==> src/rtl/icache_axi_rd_bridge_pkg.sv <==
// rtl/icache_axi_rd_bridge_pkg.sv - shared constants, state encoding and helpers for the icache AXI read bridge
package icache_axi_rd_bridge_pkg;

   // Line geometry shared with inst_cache: 32-byte lines, 8 words per line.
   localparam int IC_LINE_OFFSET_WIDTH = 5;

   localparam logic [1:0] AXI_BURST_INCR = 2'b01;
   localparam logic [2:0] AXI_SIZE_4B    = 3'b010;
   localparam logic [1:0] AXI_RESP_OKAY  = 2'b00;

   typedef enum logic [1:0] {
      ST_IDLE = 2'd0,
      ST_ADDR = 2'd1,
      ST_DATA = 2'd2
   } br_state_e;

   // Clear the byte-offset bits so a refill always starts at the line base.
   function automatic logic [31:0] line_align(input logic [31:0] addr, input int unsigned ofs_w);
      logic [31:0] mask;
      mask = ~((32'h1 << ofs_w) - 32'h1);
      return addr & mask;
   endfunction

endpackage

==> src/rtl/icache_axi_rd_bridge_beat_ctr.sv <==
// rtl/icache_axi_rd_bridge_beat_ctr.sv - R-channel beat counter with last-beat compare against arlen
module icache_axi_beat_ctr (
   input  logic       clk,
   input  logic       rst,
   input  logic       clr_i,
   input  logic       inc_i,
   input  logic [7:0] len_i,
   output logic [7:0] beat_o,
   output logic       last_o
);

   logic [7:0] beat_q;
   logic [7:0] beat_d;

   assign beat_o = beat_q;
   assign last_o = (beat_q == len_i);

   // Next count: clear on a new transaction, otherwise advance and wrap on the last beat.
   always_comb begin
      beat_d = beat_q;
      if (clr_i) begin
         beat_d = 8'd0;
      end else if (inc_i) begin
         beat_d = last_o ? 8'd0 : beat_q + 8'd1;
      end
   end

   // Counter register.
   always_ff @(posedge clk) begin
      if (rst) begin
         beat_q <= 8'd0;
      end else begin
         beat_q <= beat_d;
      end
   end

endmodule

==> src/rtl/icache_axi_rd_bridge.sv <==
// rtl/icache_axi_rd_bridge.sv - inst_cache refill/uncached read requests to an AXI4 AR/R channel pair
module icache_axi_rd_bridge
   import icache_axi_rd_bridge_pkg::*;
#(
   parameter int              ID_W              = 4,
   parameter logic [ID_W-1:0] AR_ID             = '0,
   parameter int              LINE_OFFSET_WIDTH = IC_LINE_OFFSET_WIDTH,
   parameter int              LINE_WORDS        = 8
) (
   input  logic            clk,
   input  logic            rst,
   input  logic            cache_ena,
   input  logic            flush,
   input  logic [31:0]     c_araddr,
   input  logic            c_arvalid,
   output logic            c_arready,
   output logic [31:0]     c_rdata,
   output logic            c_rvalid,
   output logic            c_rlast,
   input  logic            c_rready,
   output logic [ID_W-1:0] arid,
   output logic [31:0]     araddr,
   output logic [7:0]      arlen,
   output logic [2:0]      arsize,
   output logic [1:0]      arburst,
   output logic            arvalid,
   input  logic            arready,
   input  logic [ID_W-1:0] rid,
   input  logic [31:0]     rdata,
   input  logic [1:0]      rresp,
   input  logic            rlast,
   input  logic            rvalid,
   output logic            rready,
   output logic            err
);

   localparam logic [7:0] LINE_LEN = 8'(LINE_WORDS - 1);

   br_state_e   state_q,     state_d;
   logic [31:0] araddr_q,    araddr_d;
   logic [7:0]  arlen_q,     arlen_d;
   logic [1:0]  arburst_q,   arburst_d;
   logic        c_arready_q, c_arready_d;
   logic        discard_q,   discard_d;
   logic        err_q,       err_d;

   logic        beat_clr;
   logic        beat_last;
   logic [7:0]  beat;
   logic        r_hs;

   // The R channel ID is not used: exactly one transaction is ever outstanding.
   logic        unused_rid;
   assign unused_rid = ^rid;

   assign arid      = AR_ID;
   assign arsize    = AXI_SIZE_4B;
   assign araddr    = araddr_q;
   assign arlen     = arlen_q;
   assign arburst   = arburst_q;
   assign arvalid   = (state_q == ST_ADDR);
   assign c_arready = c_arready_q;
   assign err       = err_q;
   assign c_rdata   = rdata;
   assign c_rlast   = c_rvalid & beat_last;
   assign r_hs      = rvalid & rready;

   icache_axi_beat_ctr u_beat_ctr (
      .clk    (clk),
      .rst    (rst),
      .clr_i  (beat_clr),
      .inc_i  (r_hs),
      .len_i  (arlen_q),
      .beat_o (beat),
      .last_o (beat_last)
   );

   // R-channel pass-through: beats are only visible to the cache in DATA and
   // while not discarding; a discarded burst is drained at full rate.
   always_comb begin
      c_rvalid = 1'b0;
      rready   = 1'b0;
      if (state_q == ST_DATA) begin
         c_rvalid = rvalid & ~discard_q;
         rready   = discard_q | c_rready;
      end
   end

   // Next-state and register updates for the request/address/data sequence.
   always_comb begin
      state_d     = state_q;
      araddr_d    = araddr_q;
      arlen_d     = arlen_q;
      arburst_d   = arburst_q;
      c_arready_d = 1'b0;
      discard_d   = discard_q;
      err_d       = err_q;
      beat_clr    = 1'b0;

      case (state_q)
         ST_IDLE: begin
            // A request arriving together with a flush belongs to the squashed path.
            if (c_arvalid && !flush) begin
               if (cache_ena) begin
                  araddr_d = line_align(c_araddr, LINE_OFFSET_WIDTH);
                  arlen_d  = LINE_LEN;
               end else begin
                  araddr_d = c_araddr;
                  arlen_d  = 8'd0;
               end
               arburst_d   = AXI_BURST_INCR;
               c_arready_d = 1'b1;
               discard_d   = 1'b0;
               beat_clr    = 1'b1;
               state_d     = ST_ADDR;
            end
         end

         ST_ADDR: begin
            // AXI forbids retracting arvalid, so a flush here only marks the data for discard.
            if (flush) begin
               discard_d = 1'b1;
            end
            if (arready) begin
               state_d = ST_DATA;
            end
         end

         ST_DATA: begin
            if (flush) begin
               discard_d = 1'b1;
            end
            if (r_hs) begin
               if (rresp != AXI_RESP_OKAY) begin
                  err_d = 1'b1;
               end
               if (rlast) begin
                  // The interconnect's rlast always closes the transaction; early rlast is an error.
                  if (!beat_last) begin
                     err_d = 1'b1;
                  end
                  discard_d = 1'b0;
                  beat_clr  = 1'b1;
                  state_d   = ST_IDLE;
               end else if (beat_last) begin
                  // Burst overrun: keep draining until rlast, hiding the extra beats from the cache.
                  err_d     = 1'b1;
                  discard_d = 1'b1;
               end
            end
         end

         default: begin
            state_d = ST_IDLE;
         end
      endcase
   end

   // State and request registers.
   always_ff @(posedge clk) begin
      if (rst) begin
         state_q     <= ST_IDLE;
         araddr_q    <= 32'd0;
         arlen_q     <= 8'd0;
         arburst_q   <= 2'b00;
         c_arready_q <= 1'b0;
         discard_q   <= 1'b0;
         err_q       <= 1'b0;
      end else begin
         state_q     <= state_d;
         araddr_q    <= araddr_d;
         arlen_q     <= arlen_d;
         arburst_q   <= arburst_d;
         c_arready_q <= c_arready_d;
         discard_q   <= discard_d;
         err_q       <= err_d;
      end
   end

endmodule

==> config.mk <==
export PLATFORM = sky130hd
export DESIGN_NAME = icache_axi_rd_bridge
export DESIGN_NICKNAME = d
export VERILOG_FILES = /design/src/rtl/icache_axi_rd_bridge_pkg.sv /design/src/rtl/icache_axi_rd_bridge_beat_ctr.sv /design/src/rtl/icache_axi_rd_bridge.sv
export SDC_FILE = /design/constraint.sdc
export NUM_CORES = 1
export LEC_CHECK = 0
export CAP_MARGIN = 25
export CORE_MARGIN = 5
export CORE_UTILIZATION = 34
export CTS_CLUSTER_SIZE = 20
export DETAILED_ROUTE_END_ITERATION = 8
export HOLD_SLACK_MARGIN = 0.02
export PLACE_DENSITY = 0.81
export SKIP_CTS_REPAIR_TIMING = 1
export SYNTH_ARGS = -nofsm -noshare
export SYNTH_HDL_FRONTEND = slang
export SYNTH_SLANG_ARGS = --single-unit
==> constraint.sdc <==
create_clock -name clk -period 2.5 [get_ports clk]
set_input_delay 0.375 -clock clk [delete_from_list [all_inputs] [get_ports clk]]
set_output_delay 0.375 -clock clk [all_outputs]
set_load 0.03 [all_outputs]
**Run 1: I/O pins on the die edge**

Pins as bars across the die edge, other pins in grey.
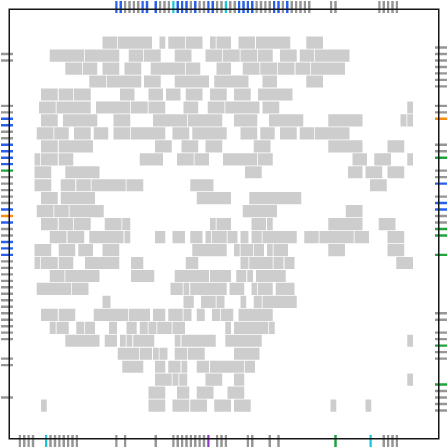
- blue: `c_araddr` (pins 32; direction input; edge 18 top, 11 left, 3 right)
- orange: `arburst` (pins 2; direction output; edge 1 left, 1 right)
- cyan: `arid` (pins 4; direction output; edge 2 bottom, 2 top)
- green: `arlen` (pins 8; direction output; edge 6 right, 1 left, 1 bottom)
- purple: `rlast` (pins 1; direction input; edge bottom)
- all pins by edge: 51 top, 42 left, 37 bottom, 36 right
height of the die: 89.8 µm
die x size: 89.8 µm

**Run 1: cell outlines without signal wires**

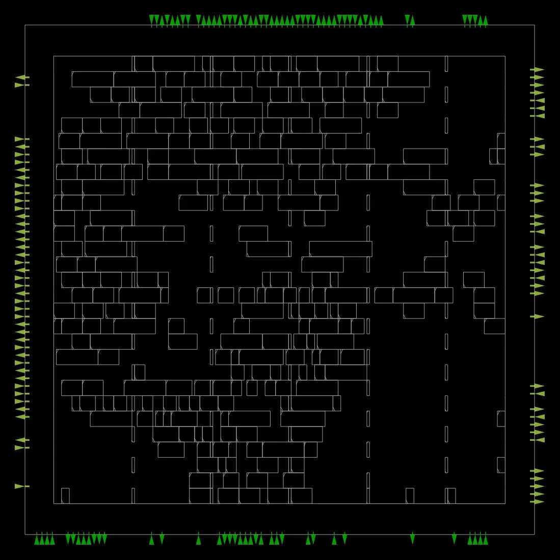
register share of the cell area: 32.6%
final-layout fill cell count: 569
number of well taps: 77
area of the core: 0.00628 mm²
std cell rows: 29

**Run 1: clock network drawn from the DEF**

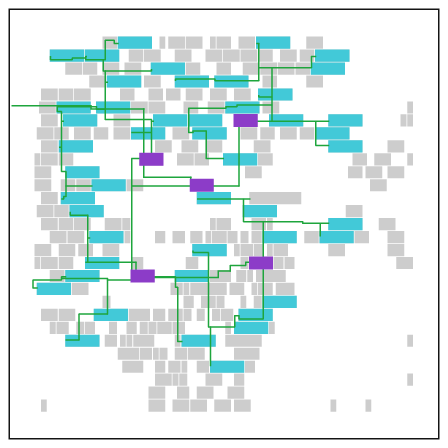
- cyan: flip-flops (count 47)
- purple: clock drivers (count 5)
- green: clock wires (length 567 µm)
- routed clock nets: 6
portion of total power attributed to the clock network: 25.9%
clock latency at the later pin of the worst-skew pair: 0.29 ns

==> impl_summary.log, run 1 <==
[flow] summary of implementation run
INFO  metric top_logic_kind = AND-OR/OR-AND gates
INFO  metric power_density = 723 mW/mm²
INFO  metric post_synth_fa_ha_maj_area_fraction = 2.89%
INFO  metric finalClockSkew = 0.00345 ns
INFO  metric nonClockBufferCount = 87
INFO  metric end_kind = primary output
INFO  metric outcome = complete, no violations
INFO  metric cts_tree = yes
INFO  metric post_layout_nonfiller_instances = 342
INFO  metric worst_setup_path_start_kind = register
INFO  metric wire_length_per_cell_after_detailed_routing = 14.9 µm
INFO  metric seq_area_frac_synth = 43.4%
INFO  metric reg2reg_slack = 0.73 ns
INFO  metric final.hold.worst_slack = 0.454 ns
INFO  metric post_synthesis_cell_area = 0.00217 mm²
INFO  metric synth-area-yosys = 0.00217 mm²
INFO  metric finalPower = 2.09 mW
INFO  metric synth_warnings = 0
INFO  metric synthFlopType = sky130_fd_sc_hd__dfxtp_1
INFO  metric final.setup.tns = 0 ns
INFO  metric largest_reg_flops = 32
INFO  metric combPwrFrac = 32.7%
INFO  metric yosys-mux-area-fraction = 0%
INFO  metric comb_power = 0.683 mW
INFO  metric flow.area_growth_from_synthesis = 33.4%
INFO  metric data_arrival_time_of_the_critical_path = 1.96 ns
INFO  metric groute.usage.overall = 12.0%
INFO  metric clock_cell_area_share = 3.68%
INFO  metric detailedRoute.firstPassIterationCount = 4
INFO  metric holdCritPathClass = reg2reg
INFO  metric max_cap_violations = 0
INFO  metric crit_buf_inv = 1
INFO  metric switchingPower = 0.680 mW
INFO  metric comb_area = 871 µm²
INFO  metric final-max-slew-violation-count = 0
INFO  metric clock_sinks = 47
INFO  metric grt_max_degree = 31
INFO  metric postSynthRegisterBits = 47
INFO  metric xor_and_xnor_fraction_of_the_mapped_netlist_area = 2.43%
INFO  metric met3RoutedLength = 491 µm
INFO  metric ios = 166
INFO  metric finalWirelength = 5090 µm
INFO  metric cts_buffers = 5
INFO  metric synthesis.instances = 215
INFO  metric syn_avg_cell_area = 10.1 µm²
INFO  metric edf_count = 0
INFO  metric num_antenna_cells = 0
INFO  metric drc = 0
INFO  metric nets = 349
INFO  metric place.detailed.instances = 335
INFO  metric power_frac_seq = 41.4%
INFO  metric floorplan.core_util = 34.5%
INFO  metric synth.area.top_cells = sky130_fd_sc_hd__dfxtp_1 (43%), sky130_fd_sc_hd__buf_4 (16%), sky130_fd_sc_hd__a22o_1 (13%), sky130_fd_sc_hd__ha_1 (2.9%), sky130_fd_sc_hd__nor2_1 (1.9%)
INFO  metric ctsRootBufferMaster = sky130_fd_sc_hd__clkbuf_8
INFO  metric worstPathRequired = 2.12 ns
INFO  metric largest_cell_class = flip-flops and latches
INFO  metric dpl.hpwl = 3800 µm
INFO  metric synth_simple_gate_area_share = 11.3%
INFO  metric antenna_left = 0
INFO  metric final_critical_path_setup_slack = 0.164 ns
INFO  metric grtUsageMet3 = 5.59%
INFO  metric gr-max-usage-layer = met2
INFO  metric drive_gt1_share = 6.79%
INFO  metric timing_hold_violations_final = 0
INFO  metric comb.multi_input.count = 120
INFO  metric timing.critical_path.fanout_max = 7
INFO  metric ys_async_sr_fraction = 0%
INFO  metric top_layer = met4
INFO  metric tightestPinTransition = 0.681 ns
INFO  metric max_freq = 0.428 GHz
INFO  metric yosys.area.top_type_share = 43.4%
INFO  metric timing.slew.headroom = 54.4%
INFO  metric sw_frac_of_total = 32.5%
INFO  metric timing.final.crit_share = 93.4%
INFO  metric met2_wirelength = 2480 µm
INFO  metric htreeDepth = 2
INFO  metric vias_per_cell = 4.85
INFO  metric grt_remaining_overflow = 0
INFO  metric netlist_top_cells_count = sky130_fd_sc_hd__buf_4 (47), sky130_fd_sc_hd__dfxtp_1 (47), sky130_fd_sc_hd__a22o_1 (33), sky130_fd_sc_hd__nor2_1 (11)
INFO  metric via_count_of_the_first_global_routing_pass = 1640
INFO  metric worst_ir_drop_vdd = 0.389 mV
INFO  metric final_period_minus_worst_setup_slack = 2.34 ns
INFO  metric cp_cell_sequence = or4_4 > a211o_4 > nor3_1 > buf_4
INFO  metric groute.layer.met2.usage = 19.6%
INFO  metric report.final.setup_viol = 0
INFO  metric bufAreaShareNonClock = 29.8%
INFO  metric chip_area = 0.00807 mm²
INFO  metric numPortBuffers = 84
INFO  metric antenna_violations_before_repair = 0
INFO  metric critPathKind = reg2out
INFO  metric clk_transition_reported_paths = 0.08 ns
INFO  metric post_synth_ao_oa_area_fraction = 21.1%
INFO  metric final-seq-area = 941 µm²
INFO  metric comb_area_share = 30.1%
INFO  metric cellInternalPower = 1.41 mW
INFO  metric grtUsageMet1 = 14.1%
INFO  metric slowest_stage = sky130_fd_sc_hd__or4_4
-- run 1: worst paths after layout --
kind,start,end,cells after the start
worst max-delay path,u_beat_ctr.beat_o[0]$_SDFFE_PP0N_,c_rlast,4
worst min-delay path,arburst[0]$_SDFFE_PP0P_,arburst[0]$_SDFFE_PP0P_,2
worst max register to register,u_beat_ctr.beat_o[0]$_SDFFE_PP0N_,err$_SDFFE_PP0P_,4
worst min register to register,arburst[0]$_SDFFE_PP0P_,arburst[0]$_SDFFE_PP0P_,2
-- run 1: placed cells by master, fill, tap and decap left out, types with 2 or more instances in the layout --
| master | count |
|---|---|
| sky130_fd_sc_hd__o211ai_1 | 2 |
| sky130_fd_sc_hd__a22oi_1 | 2 |
| sky130_fd_sc_hd__a21oi_1 | 5 |
| sky130_fd_sc_hd__clkbuf_8 | 5 |
| sky130_fd_sc_hd__dfxtp_1 | 47 |
| sky130_fd_sc_hd__nor3_1 | 6 |
| sky130_fd_sc_hd__xnor2_1 | 2 |
| sky130_fd_sc_hd__conb_1 | 13 |
| sky130_fd_sc_hd__nand4_1 | 4 |
| sky130_fd_sc_hd__xor2_1 | 4 |
| sky130_fd_sc_hd__nor2_1 | 9 |
| sky130_fd_sc_hd__inv_1 | 4 |
| sky130_fd_sc_hd__nand2_1 | 6 |
| sky130_fd_sc_hd__buf_4 | 4 |
| sky130_fd_sc_hd__a22o_1 | 33 |
| sky130_fd_sc_hd__nand2b_1 | 4 |
| sky130_fd_sc_hd__nand3_1 | 2 |
| sky130_fd_sc_hd__ha_1 | 5 |
| sky130_fd_sc_hd__clkdlybuf4s50_1 | 83 |
| sky130_fd_sc_hd__nor4_1 | 2 |
| sky130_fd_sc_hd__nor2_2 | 2 |
==> run 2: changes to the inputs <==
--- a/config.mk
+++ b/config.mk
@@ -13,6 +13,7 @@
 export HOLD_SLACK_MARGIN = 0.02
 export PLACE_DENSITY = 0.81
 export SKIP_CTS_REPAIR_TIMING = 1
+export SKIP_LAST_GASP = 1
 export SYNTH_ARGS = -nofsm -noshare
 export SYNTH_HDL_FRONTEND = slang
 export SYNTH_SLANG_ARGS = --single-unit
**Run 2: clock network drawn from the DEF**

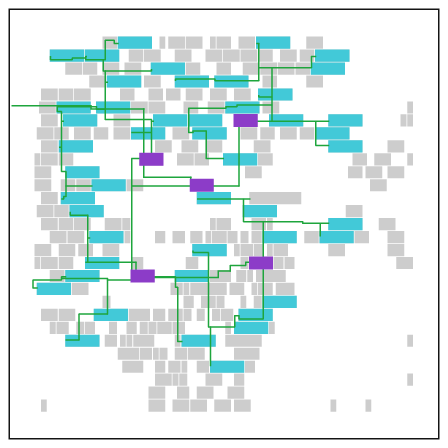
worst clock skew: 0.00345 ns
power dissipated in the clock network: 0.541 mW

**Run 2: metal layers overlaid**

The bar under the picture is 20 µm long.
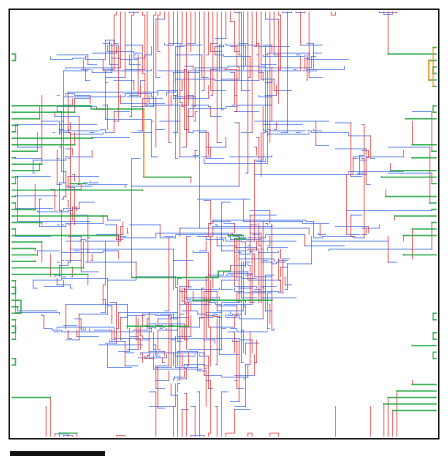
- blue: metal 1 (wire length 2090 µm)
- red: metal 2 (wire length 2480 µm)
- green: metal 3 (wire length 492 µm)
- orange: metal 4 (wire length 26.5 µm)
global-route usage over all layers: 12.0%
total wirelength of the detailed-routed design: 5090 µm
wire length per cell after detailed routing: 14.9 µm
total via count after detailed routing: 1657

**Run 2: cell outlines without signal wires**

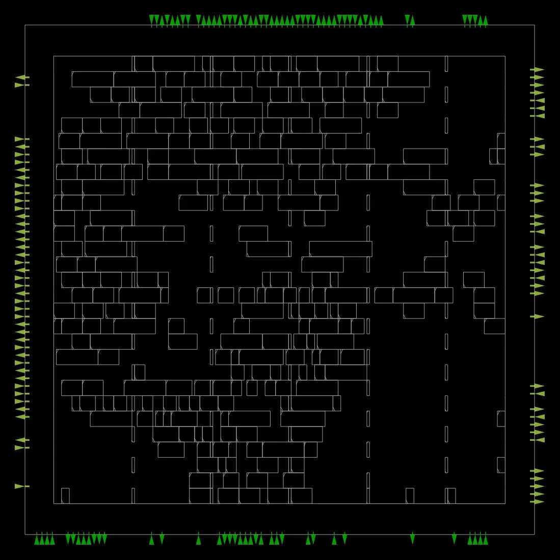
sequential cell count: 47
share of the core filled with cells in the final layout: 46.0%

==> impl_summary.log, run 2 <==
[flow] summary of implementation run
INFO  metric outcome = complete, no violations
INFO  metric chip_area = 0.00807 mm²
INFO  metric timing.final.crit_share = 93.4%
INFO  metric coreArea = 0.00628 mm²
INFO  metric edf_count = 0
INFO  metric detailedRoute.firstPassIterationCount = 4
INFO  metric gp_congestion = 0.725
INFO  metric flow.area_growth_from_synthesis = 33.4%
INFO  metric worstPathRequired = 2.12 ns
INFO  metric numPortBuffers = 84
INFO  metric ios = 166
INFO  metric largest_reg_flops = 32
INFO  metric num_rows = 29
INFO  metric cellInternalPower = 1.41 mW
INFO  metric syn_avg_cell_area = 10.1 µm²
INFO  metric nets = 349
INFO  metric cts_buffers = 5
INFO  metric final-max-slew-violation-count = 0
INFO  metric sw_frac_of_total = 32.5%
INFO  metric timing_hold_violations_final = 0
INFO  metric postSynthRegisterBits = 47
INFO  metric clock_latency_at_the_later_pin_of_the_worst_skew_pair = 0.29 ns
INFO  metric synth_warnings = 0
INFO  metric slowest_stage = sky130_fd_sc_hd__or4_4
INFO  metric timing.slew.headroom = 54.4%
INFO  metric antenna_left = 0
INFO  metric critPathKind = reg2out
INFO  metric combPwrFrac = 32.7%
INFO  metric via_count_of_the_first_global_routing_pass = 1640
INFO  metric vias_per_cell = 4.85
INFO  metric yosys.area.top_type_share = 43.4%
INFO  metric holdCritPathClass = reg2reg
INFO  metric place_worst_setup_slack = 0.373 ns
INFO  metric finalPower = 2.09 mW
INFO  metric post_synthesis_cell_area = 0.00217 mm²
INFO  metric timing.critical_path.fanout_max = 7
INFO  metric data_arrival_time_of_the_critical_path = 1.96 ns
INFO  metric detail_route.wirelength.met1 = 2090 µm
INFO  metric die_h = 89.8 µm
INFO  metric floorplan.core_util = 34.5%
INFO  metric netlist_top_cells_count = sky130_fd_sc_hd__buf_4 (47), sky130_fd_sc_hd__dfxtp_1 (47), sky130_fd_sc_hd__a22o_1 (33), sky130_fd_sc_hd__nor2_1 (11)
INFO  metric htreeDepth = 2
INFO  metric switchingPower = 0.680 mW
INFO  metric grtUsageMet1 = 14.1%
INFO  metric max_freq = 0.428 GHz
INFO  metric grtUsageMet3 = 5.59%
INFO  metric end_kind = primary output
INFO  metric crit_buf_inv = 1
INFO  metric layout_top_cell_excl_fill_tap = sky130_fd_sc_hd__clkdlybuf4s50_1
INFO  metric power.share.clock = 25.9%
INFO  metric top_layer = met4
INFO  metric reg2reg_slack = 0.73 ns
INFO  metric worst_ir_drop_vdd = 0.389 mV
INFO  metric synth.area.top_cells = sky130_fd_sc_hd__dfxtp_1 (43%), sky130_fd_sc_hd__buf_4 (16%), sky130_fd_sc_hd__a22o_1 (13%), sky130_fd_sc_hd__ha_1 (2.9%), sky130_fd_sc_hd__nor2_1 (1.9%)
INFO  metric met2_wirelength = 2480 µm
INFO  metric clock_sinks = 47
INFO  metric synthFlopType = sky130_fd_sc_hd__dfxtp_1
INFO  metric critPathTopFamily = simple AND/OR/NAND/NOR gates
INFO  metric seq-power = 0.866 mW
INFO  metric groute.layer.met2.usage = 19.6%
INFO  metric gr-max-usage-layer = met2
INFO  metric synthesis.instances = 215
INFO  metric dpl.hpwl = 3800 µm
INFO  metric power_density = 723 mW/mm²
INFO  metric seq_area_frac_synth = 43.4%
INFO  metric max_cap_violations = 0
INFO  metric final.setup.tns = 0 ns
INFO  metric drc = 0
INFO  metric grt_remaining_overflow = 0
INFO  metric ys_async_sr_fraction = 0%
INFO  metric power_frac_seq = 41.4%
INFO  metric synth-area-yosys = 0.00217 mm²
INFO  metric tightestPinTransition = 0.681 ns
INFO  metric num_antenna_cells = 0
INFO  metric met3RoutedLength = 491 µm
INFO  metric comb_power = 0.683 mW
INFO  metric clk_transition_reported_paths = 0.08 ns
INFO  metric final_period_minus_worst_setup_slack = 2.34 ns
INFO  metric final.hold.worst_slack = 0.454 ns
INFO  metric antenna_violations_before_repair = 0
INFO  metric grt_max_degree = 31
INFO  metric final_cell_mix = sky130_fd_sc_hd__clkdlybuf4s50_1 (83), sky130_fd_sc_hd__dfxtp_1 (47), sky130_fd_sc_hd__a22o_1 (33), sky130_fd_sc_hd__conb_1 (13), sky130_fd_sc_hd__nor2_1 (9)
INFO  metric clock_path_buffers = 2
INFO  metric cp_cell_sequence = or4_4 > a211o_4 > nor3_1 > buf_4
INFO  metric grt_setup_unrepaired = false
INFO  metric final_critical_path_setup_slack = 0.164 ns
INFO  metric report.final.setup_viol = 0
INFO  metric yosys.area.top_type = sky130_fd_sc_hd__dfxtp_1
INFO  metric worst_setup_path_start_kind = register
INFO  metric count_of_distinct_cell_types_in_the_synthesized_netlist = 39
INFO  metric die-width = 89.8 µm
INFO  metric ctsRootBufferMaster = sky130_fd_sc_hd__clkbuf_8
INFO  metric cts_tree = yes
INFO  metric drive_gt1_share = 6.79%
==> run 2: cell counts in the layout (fill, tap and decap cells not counted) <==
Identical to the previous run, type by type.
==> run 2: layout make-up <==
type	instances	area, µm²
clock inverters	2	37.5
inverters	4	15.0
fillers	569	3390
repair buffers	87	861
flip-flops and latches	47	941
clock buffers	5	68.8
multi-input cells	120	871
well taps	77	96.3
==> run 2: cell families (layout without fill, tap and decap cells) <==
| kind of cell | Yosys count | count (layout) | share of synthesized area (%) |
|---|---|---|---|
| simple gates | 43 | 43 | 11.3 |
| buf+inv | 59 | 98 | 18.5 |
| flops | 47 | 47 | 43.4 |
| compound gates | 53 | 53 | 21.1 |
| other cells | 2 | 13 | 0.347 |
| fa+ha+maj | 5 | 5 | 2.89 |
| xor+xnor | 6 | 6 | 2.43 |
==> run 2: path summary, 6_finish.rpt <==
| kind | start | to | cells after the start |
|---|---|---|---|
| setup / recovery | u_beat_ctr.beat_o[0]$_SDFFE_PP0N_ | c_rlast | 4 |
| hold / removal | arburst[0]$_SDFFE_PP0P_ | arburst[0]$_SDFFE_PP0P_ | 2 |
| setup reg to reg | u_beat_ctr.beat_o[0]$_SDFFE_PP0N_ | err$_SDFFE_PP0P_ | 4 |
| hold reg to reg | arburst[0]$_SDFFE_PP0P_ | arburst[0]$_SDFFE_PP0P_ | 2 |
==> run 2: through the flow <==
| stage | cell area (µm²) | cells |
|---|---|---|
| floorplan | 2210 | 226 |
| global placement | 2780 | 335 |
| detailed placement | 2780 | 335 |
| CTS | 2890 | 342 |
| global route | 2890 | 342 |
| finish | 2890 | 342 |
==> run 2: worst register-to-register path: cells and delay by family (launching register included) <==
family / cells / cell delay [ns]
flops: 1 / 0.39
simple gates: 2 / 0.77
compound gates: 2 / 0.49
No activity file was given, so power comes from the tool's default toggle rates.
